## src/rtl/regfile_wb_scheduler.sv

```systemverilog
// Write-back scheduler for the dual-write-port register file.
// Round-robin arbitration over NREQ requesters, at most two grants per cycle,
// never two grants to the same register in one cycle. Grants are registered
// onto the WE/WE2 ports and a pending scoreboard tracks in-flight writes.
module regfile_wb_scheduler #(
    parameter int NREQ          = 3,
    parameter bit ZERO_WRITE_EN = 1'b1,
    parameter int CNT_W         = 16
) (
    input  logic                 clk,
    input  logic                 rst,
    input  logic [NREQ-1:0]      req_valid,
    input  logic [5*NREQ-1:0]    req_addr,
    input  logic [32*NREQ-1:0]   req_data,
    output logic [NREQ-1:0]      req_ready,
    output logic                 rf_we,
    output logic [4:0]           rf_addr,
    output logic [31:0]          rf_data,
    output logic                 rf_we2,
    output logic [4:0]           rf_addr2,
    output logic [31:0]          rf_data2,
    output logic [31:0]          pending,
    output logic [CNT_W-1:0]     conflict_cnt
);

    // Unpacked views of the flattened request buses.
    logic [4:0]  addr_arr [NREQ];
    logic [31:0] data_arr [NREQ];

    genvar gi;
    generate
        for (gi = 0; gi < NREQ; gi++) begin : g_unpack
            assign addr_arr[gi] = req_addr[5*gi +: 5];
            assign data_arr[gi] = req_data[32*gi +: 32];
        end
    endgenerate

    // Registered state.
    logic [1:0]        rr_ptr_reg;
    logic              rf_we_reg, rf_we2_reg;
    logic [4:0]        rf_addr_reg, rf_addr2_reg;
    logic [31:0]       rf_data_reg, rf_data2_reg;
    logic [31:0]       pending_reg;
    logic [CNT_W-1:0]  conflict_cnt_reg;

    // Scan results.
    logic [NREQ-1:0]   ready_next;
    logic              a_found, b_found;
    logic [1:0]        a_idx, b_idx;
    logic              conflict_next;
    logic [1:0]        rr_ptr_next;
    logic [31:0]       set_mask, clr_mask, pending_next;

    // Round-robin grant scan starting at rr_ptr: slot A first, slot B must differ in address.
    always_comb begin
        int       pos;
        logic [1:0] idx;
        ready_next    = '0;
        a_found       = 1'b0;
        b_found       = 1'b0;
        a_idx         = 2'd0;
        b_idx         = 2'd0;
        conflict_next = 1'b0;
        for (int k = 0; k < NREQ; k++) begin
            pos = int'(rr_ptr_reg) + k;
            if (pos >= NREQ) pos = pos - NREQ;
            idx = 2'(pos);
            if (req_valid[idx]) begin
                if (!ZERO_WRITE_EN && addr_arr[idx] == 5'd0) begin
                    // Discarded write: always accepted, consumes no slot.
                    ready_next[idx] = 1'b1;
                end else if (!a_found) begin
                    a_found         = 1'b1;
                    a_idx           = idx;
                    ready_next[idx] = 1'b1;
                end else if (addr_arr[idx] == addr_arr[a_idx]) begin
                    // Held back solely by the address clash while port 2 was still free.
                    if (!b_found) conflict_next = 1'b1;
                end else if (!b_found) begin
                    b_found         = 1'b1;
                    b_idx           = idx;
                    ready_next[idx] = 1'b1;
                end
            end
        end
    end

    // Pointer advances past the last slot-granted requester; addr-0 discards do not move it.
    always_comb begin
        int nxt;
        nxt = int'(rr_ptr_reg);
        if (b_found)      nxt = int'(b_idx) + 1;
        else if (a_found) nxt = int'(a_idx) + 1;
        if (nxt >= NREQ) nxt = 0;
        rr_ptr_next = 2'(nxt);
    end

    // Scoreboard: set bits for new grants, clear bits for writes committing now; set wins.
    always_comb begin
        set_mask = '0;
        clr_mask = '0;
        if (a_found)    set_mask[addr_arr[a_idx]] = 1'b1;
        if (b_found)    set_mask[addr_arr[b_idx]] = 1'b1;
        if (rf_we_reg)  clr_mask[rf_addr_reg]     = 1'b1;
        if (rf_we2_reg) clr_mask[rf_addr2_reg]    = 1'b1;
        pending_next = (pending_reg & ~clr_mask) | set_mask;
    end

    // Requesters see no grant while reset is held.
    assign req_ready = rst ? '0 : ready_next;

    // Register the granted slots onto the write ports and update bookkeeping.
    always_ff @(posedge clk or posedge rst) begin
        if (rst) begin
            rr_ptr_reg       <= 2'd0;
            rf_we_reg        <= 1'b0;
            rf_we2_reg       <= 1'b0;
            rf_addr_reg      <= 5'd0;
            rf_addr2_reg     <= 5'd0;
            rf_data_reg      <= 32'd0;
            rf_data2_reg     <= 32'd0;
            pending_reg      <= 32'd0;
            conflict_cnt_reg <= '0;
        end else begin
            rr_ptr_reg  <= rr_ptr_next;
            rf_we_reg   <= a_found;
            rf_we2_reg  <= b_found;
            pending_reg <= pending_next;
            if (a_found) begin
                rf_addr_reg <= addr_arr[a_idx];
                rf_data_reg <= data_arr[a_idx];
            end
            if (b_found) begin
                rf_addr2_reg <= addr_arr[b_idx];
                rf_data2_reg <= data_arr[b_idx];
            end
            if (conflict_next && conflict_cnt_reg != {CNT_W{1'b1}})
                conflict_cnt_reg <= conflict_cnt_reg + 1'b1;
        end
    end

    assign rf_we        = rf_we_reg;
    assign rf_addr      = rf_addr_reg;
    assign rf_data      = rf_data_reg;
    assign rf_we2       = rf_we2_reg;
    assign rf_addr2     = rf_addr2_reg;
    assign rf_data2     = rf_data2_reg;
    assign pending      = pending_reg;
    assign conflict_cnt = conflict_cnt_reg;

endmodule

```

## config.mk

```make
export PLATFORM = sky130hd
export DESIGN_NAME = regfile_wb_scheduler
export DESIGN_NICKNAME = d
export VERILOG_FILES = /design/src/rtl/regfile_wb_scheduler.sv
export SDC_FILE = /design/constraint.sdc
export NUM_CORES = 1
export LEC_CHECK = 0
export ABC_AREA = 0
export CAP_MARGIN = 20
export CORE_MARGIN = 2
export CORE_UTILIZATION = 50
export CTS_BUF_LIST = sky130_fd_sc_hd__clkbuf_8
export DETAILED_ROUTE_END_ITERATION = 10
export PLACE_DENSITY_LB_ADDON = 0.1
export SYNTH_ARGS = -nofsm -noshare
export SYNTH_HDL_FRONTEND = slang
export SYNTH_SLANG_ARGS = --single-unit
```

## constraint.sdc

```tcl
create_clock -name clk -period 5.4 [get_ports clk]
set_input_delay 1.08 -clock clk [delete_from_list [all_inputs] [get_ports clk]]
set_output_delay 1.08 -clock clk [all_outputs]
set_load 0.01 [all_outputs]
```

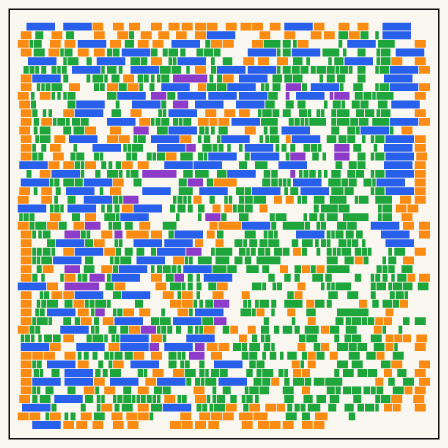
**Above:** run 1 (placed cells, one colour a class).
purple -> clock drivers and dummy loads  # cells 32, share of their area 3.7%
green -> combinational and other logic  # cells 797, share of their area 44%
blue -> flops  # cells 126, share of their area 27%
orange -> other buffers and delay cells  # cells 303, share of their area 25%
Final Util: 71.3%
final instance area: 11800 um2

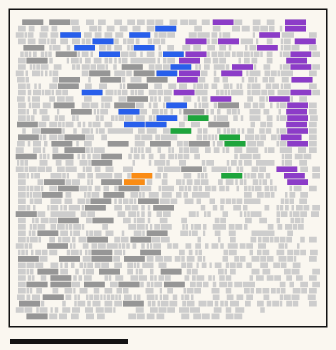
**Above:** run 1 (where the registers sit).
Scale bar: 50 um. Other sequential cells in the stronger grey, the rest of the logic in the fainter grey.
blue -> `conflict_cnt`  # placed flops 16, where top middle
purple -> `pending`  # placed flops 32
orange -> `rr_ptr_reg`  # placed flops 2
green -> `rf_addr`  # placed flops 5
not coloured = 71
Seq area share: 26.7%
Seq. pwr: 1.77 mW
FF+latch area: 3150 um2

==> impl_metrics.json, run 1 <==
{
  "ioPinCount": 243,
  "grt_pass1_wl_um": 46900,
  "cts_buffers": 17,
  "grt_usage_pct": 33.0,
  "compound_area_share_pct": 28.0,
  "routedWlPerCell_um": 20.1,
  "logic_area_um2": 4980,
  "crit_slowest_cell": "clkdlybuf4s50_1",
  "p_comb_share_pct": 66.0,
  "adder_share_pct": 1.03,
  "synth.logic.top_family": "AND-OR/OR-AND gates",
  "layout_setup_ws_ps": 156,
  "syn2layout_area_growth_pct": 39.1,
  "path_max_fanout": 2,
  "status": "completed",
  "fin_crit_sh_pct": 97.1,
  "h-tree-depth": 4,
  "clock.latency.late_pin_ps": 450,
  "relSlewSlack_pct": 36.5,
  "final_nets": 1368,
  "pg_comb_mw": 5.17,
  "wl_met2_um": 14200,
  "wl_met3_um": 2980
}
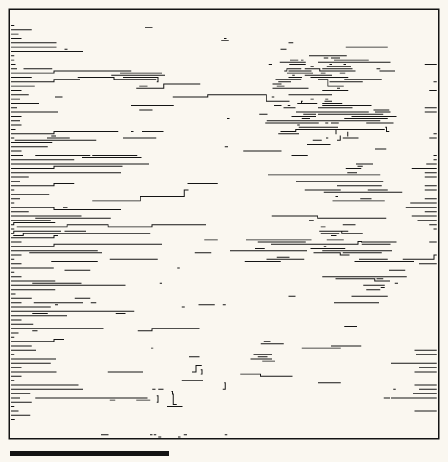
**Above:** run 1 (M3 wires).
Scale bar: 50 um.
share of all routed wire = 10%
nets with wire on the layer = 252
longest straight run = 43.0 um
drt total wl: 29800 um
met3 Resource Use GR: 9.41%
via count: 9138

==> run 1: area by class of cell <==
class | count | share of cell area, %
clock buffers | 19 | 2.21
clock inverters | 13 | 1.40
inverters | 17 | 0.561
multi-input cells | 780 | 42.1
flip-flops and latches | 126 | 26.7
well taps | 220 | 2.33
repair buffers | 303 | 24.7
==> run 1: path summary, 6_finish.rpt <==
kind / end / slack [ps] / cells after the start / start
setup / recovery: req_ready[2] / 160 / 13 / req_valid[2]
hold / removal: rf_data2[20] / 470 / 1 / rf_data2[20]
setup reg to reg: pending[25] / 770 / 15 / rr_ptr_reg[0]
hold reg to reg: rf_data2[20] / 470 / 1 / rf_data2[20]
max in group asynchronous: rf_we2 / 3340 / 3 / rst
min in group asynchronous: rf_data2[24] / 1210 / 2 / rst
**Run 1: placement density heat map**

The die is cut into 13 by 13 equal tiles; white is low, dark blue is high, 0 to 100% covered.
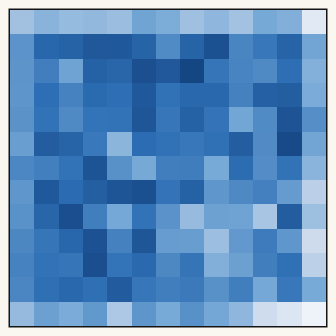

## Run 2: what changed since run 1
- CAP_MARGIN: 20 -> 25
- CORE_UTILIZATION: 50 -> 40
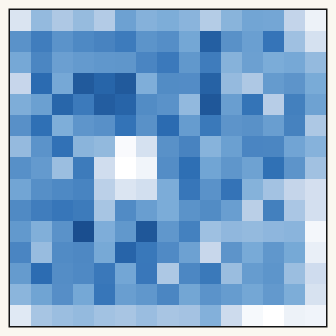
**Above:** run 2 (placement density heat map).
The die is cut into 15 by 15 equal tiles; white is low, dark blue is high, 0 to 100% covered.
nearly empty tiles = 0.90%
fullest tile = 88%
mean over tiles = 52%
emptiest ninth of the die = bottom right
densest ninth of the die = top middle
tiles over 75% full = 6.7%
fp_density: 40.6%
core area: 21000 um2
Final Util: 56.9%

==> run 2 against run 1 <==
Against the previous run:
- first-iteration DRC count down 30%
- final area up 0.85%
- fmax up 0.89%
- non-clock buffer count down 1
- sequential share of layout area down 0.22 points
- clock power down 1%
- critical path type unchanged
- highest routed layer unchanged
==> impl_metrics.json, run 2 <==
{
  "grt_pass1_wl_um": 47500,
  "ioPinCount": 243,
  "synth.logic.top_family": "AND-OR/OR-AND gates",
  "crit_slowest_cell": "clkdlybuf4s50_1",
  "adder_share_pct": 1.03,
  "layout_setup_ws_ps": 203,
  "r2r-start": "rr_ptr_reg[0]",
  "status": "completed",
  "fin_crit_sh_pct": 96.2,
  "relSlewSlack_pct": 47.3,
  "grt_usage_pct": 27.2,
  "final_nets": 1367,
  "drt_first_pass_iters": 5,
  "compound_area_share_pct": 28.0,
  "vias": 8870,
  "reg2reg_depth": 18,
  "globalRouteMet3Util_pct": 8.08,
  "path_max_fanout": 12,
  "wl_met2_um": 14500,
  "pg_seq_mw": 1.77,
  "r2r-end": "pending[8]",
  "p_comb_share_pct": 66.1,
  "wl_met3_um": 2740,
  "r2r_slack_ps": 910,
  "syn2layout_area_growth_pct": 40.3,
  "clock.latency.late_pin_ps": 460
}
run 2: cell counts after synthesis:
No cell type changed its count.
run 2: worst min path at each step:
stage,from,to,slack (ps),depth (start not counted)
2_1_floorplan,rf_data2[29],rf_data2[29],520,1
3_3_place_gp,rf_data2[9],rf_data2[9],460,1
3_5_place_dp,rf_data2[13],rf_data2[13],460,1
4_1_cts,rf_data2[0],rf_data2[0],480,1
5_1_grt,rf_data2[0],rf_data2[0],510,1
6_report,rf_data2[0],rf_data2[0],480,1
run 2: layout make-up:
class / count / area (um2) / share of cell area (%)
repair buffers: 302 / 2950 / 24.8
flip-flops and latches: 126 / 3150 / 26.4
inverters: 17 / 66.3 / 0.556
clock inverters: 15 / 176 / 1.48
multi-input cells: 780 / 5000 / 41.9
clock buffers: 17 / 234 / 1.96
well taps: 275 / 344 / 2.88
**Run 2: where the registers sit**

Scale bar: 50 um. Other sequential cells in the stronger grey, the rest of the logic in the fainter grey.
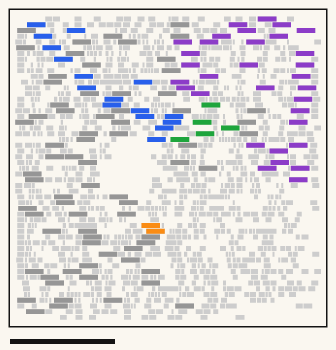

## Run 3: what changed since run 2
- CORE_UTILIZATION: 40 -> 50
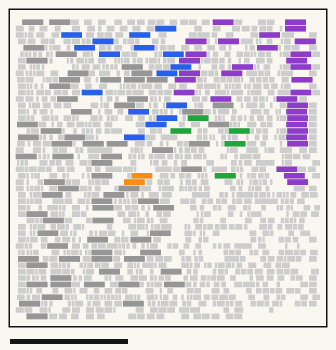
**Above:** run 3 (where the registers sit).
Scale bar: 50 um. Other sequential cells in the stronger grey, the rest of the logic in the fainter grey.
purple -> `pending`  # placed flops 32
green -> `rf_addr`  # placed flops 5
orange -> `rr_ptr_reg`  # placed flops 2
blue -> `conflict_cnt`  # placed flops 16, where top middle
Final Util: 71.2%
Seq area share: 26.7%

==> run 3 against run 2 <==
Against the previous run:
- synthesized area stayed put
- die area is 19% lower
- highest routed layer unchanged
- combinational power hardly changed
- first-iteration DRC count is 22% higher
- critical endpoint unchanged
==> impl_metrics.json, run 3 <==
{
  "status": "completed",
  "layout_setup_ws_ps": 140,
  "relSlewSlack_pct": 32.9,
  "grt_pass1_wl_um": 47000,
  "fin_crit_sh_pct": 97.4,
  "core-area_um2": 16600,
  "fp_util_pct": 51.3,
  "ioPinCount": 243,
  "port_buffers": 242,
  "clock.latency.late_pin_ps": 460,
  "min_to": "rf_data2[20]",
  "flop_area_um2": 3150,
  "largest_class": "logic gates",
  "r2r-start": "rr_ptr_reg[0]",
  "reg2reg_depth": 16,
  "cp-endpoint": "req_ready[2]",
  "n_tap_cell": 220,
  "maxCapViolCount": 0,
  "syn2layout_area_growth_pct": 38.9,
  "clock_area_share_pct": 3.29,
  "final_nets": 1368,
  "crit_slowest_cell": "clkdlybuf4s50_1",
  "r2r_slack_ps": 730,
  "globalRouteMet3Util_pct": 9.26,
  "inv_count": 17,
  "p_comb_share_pct": 66.6,
  "seq_power_share_pct": 22.7,
  "met1_usage_pct": 40.9,
  "drc": 0,
  "clkbuf_count": 19,
  "p_clk_share_pct": 10.7,
  "design.seq.count": 126,
  "path_max_fanout": 6,
  "grt_usage_pct": 33.1,
  "wl_met2_um": 14400,
  "critPathKind": "input pin to output pin",
  "wl_met3_um": 3040,
  "nNonClkBuffers": 303,
  "holdCritStartpoint": "rf_data2[20]",
  "nMultiInputCombCells": 780,
  "sh_comb_area_pct": 42.4,
  "r2r-end": "pending[17]",
  "vias": 9151,
  "cts_buffers": 17,
  "logic_area_um2": 5000,
  "whs_path_depth": 1,
  "nonClkBufAreaFrac_pct": 24.8,
  "warning_count": 29,
  "drt_first_pass_iters": 7
}
run 3: netlist changes by cell type in the layout (fill, tap and decap cells not counted), sizes merged, moves of 2 or more:
cell	before	now
clkinvlp	0	5
clkdlybuf4s50	238	240
dlymetal6s2s	4	2
inv	23	21
clkinv	7	3
clkbuf	17	20
run 3: cells by family after synthesis:
family,count (synthesis),synth area share (%)
simple gates,348,19.0
compound gates,342,28.0
flops,126,37.1
buf+inv,92,5.03
mux,63,7.80
xor+xnor,20,2.06
fa+ha+maj,7,1.03
run 3: power groups by stage:
stage               clock (mW)  combinational (mW)  sequential [mW]
finish                   0.830                5.18             1.77
global route             0.879                5.58             1.82
CTS                      0.838                5.09             1.76
detailed placement           0                5.06             1.77
global placement             0                4.98             1.76
floorplan                    0                2.94             1.87
Power is estimated from default activity; no workload was simulated.
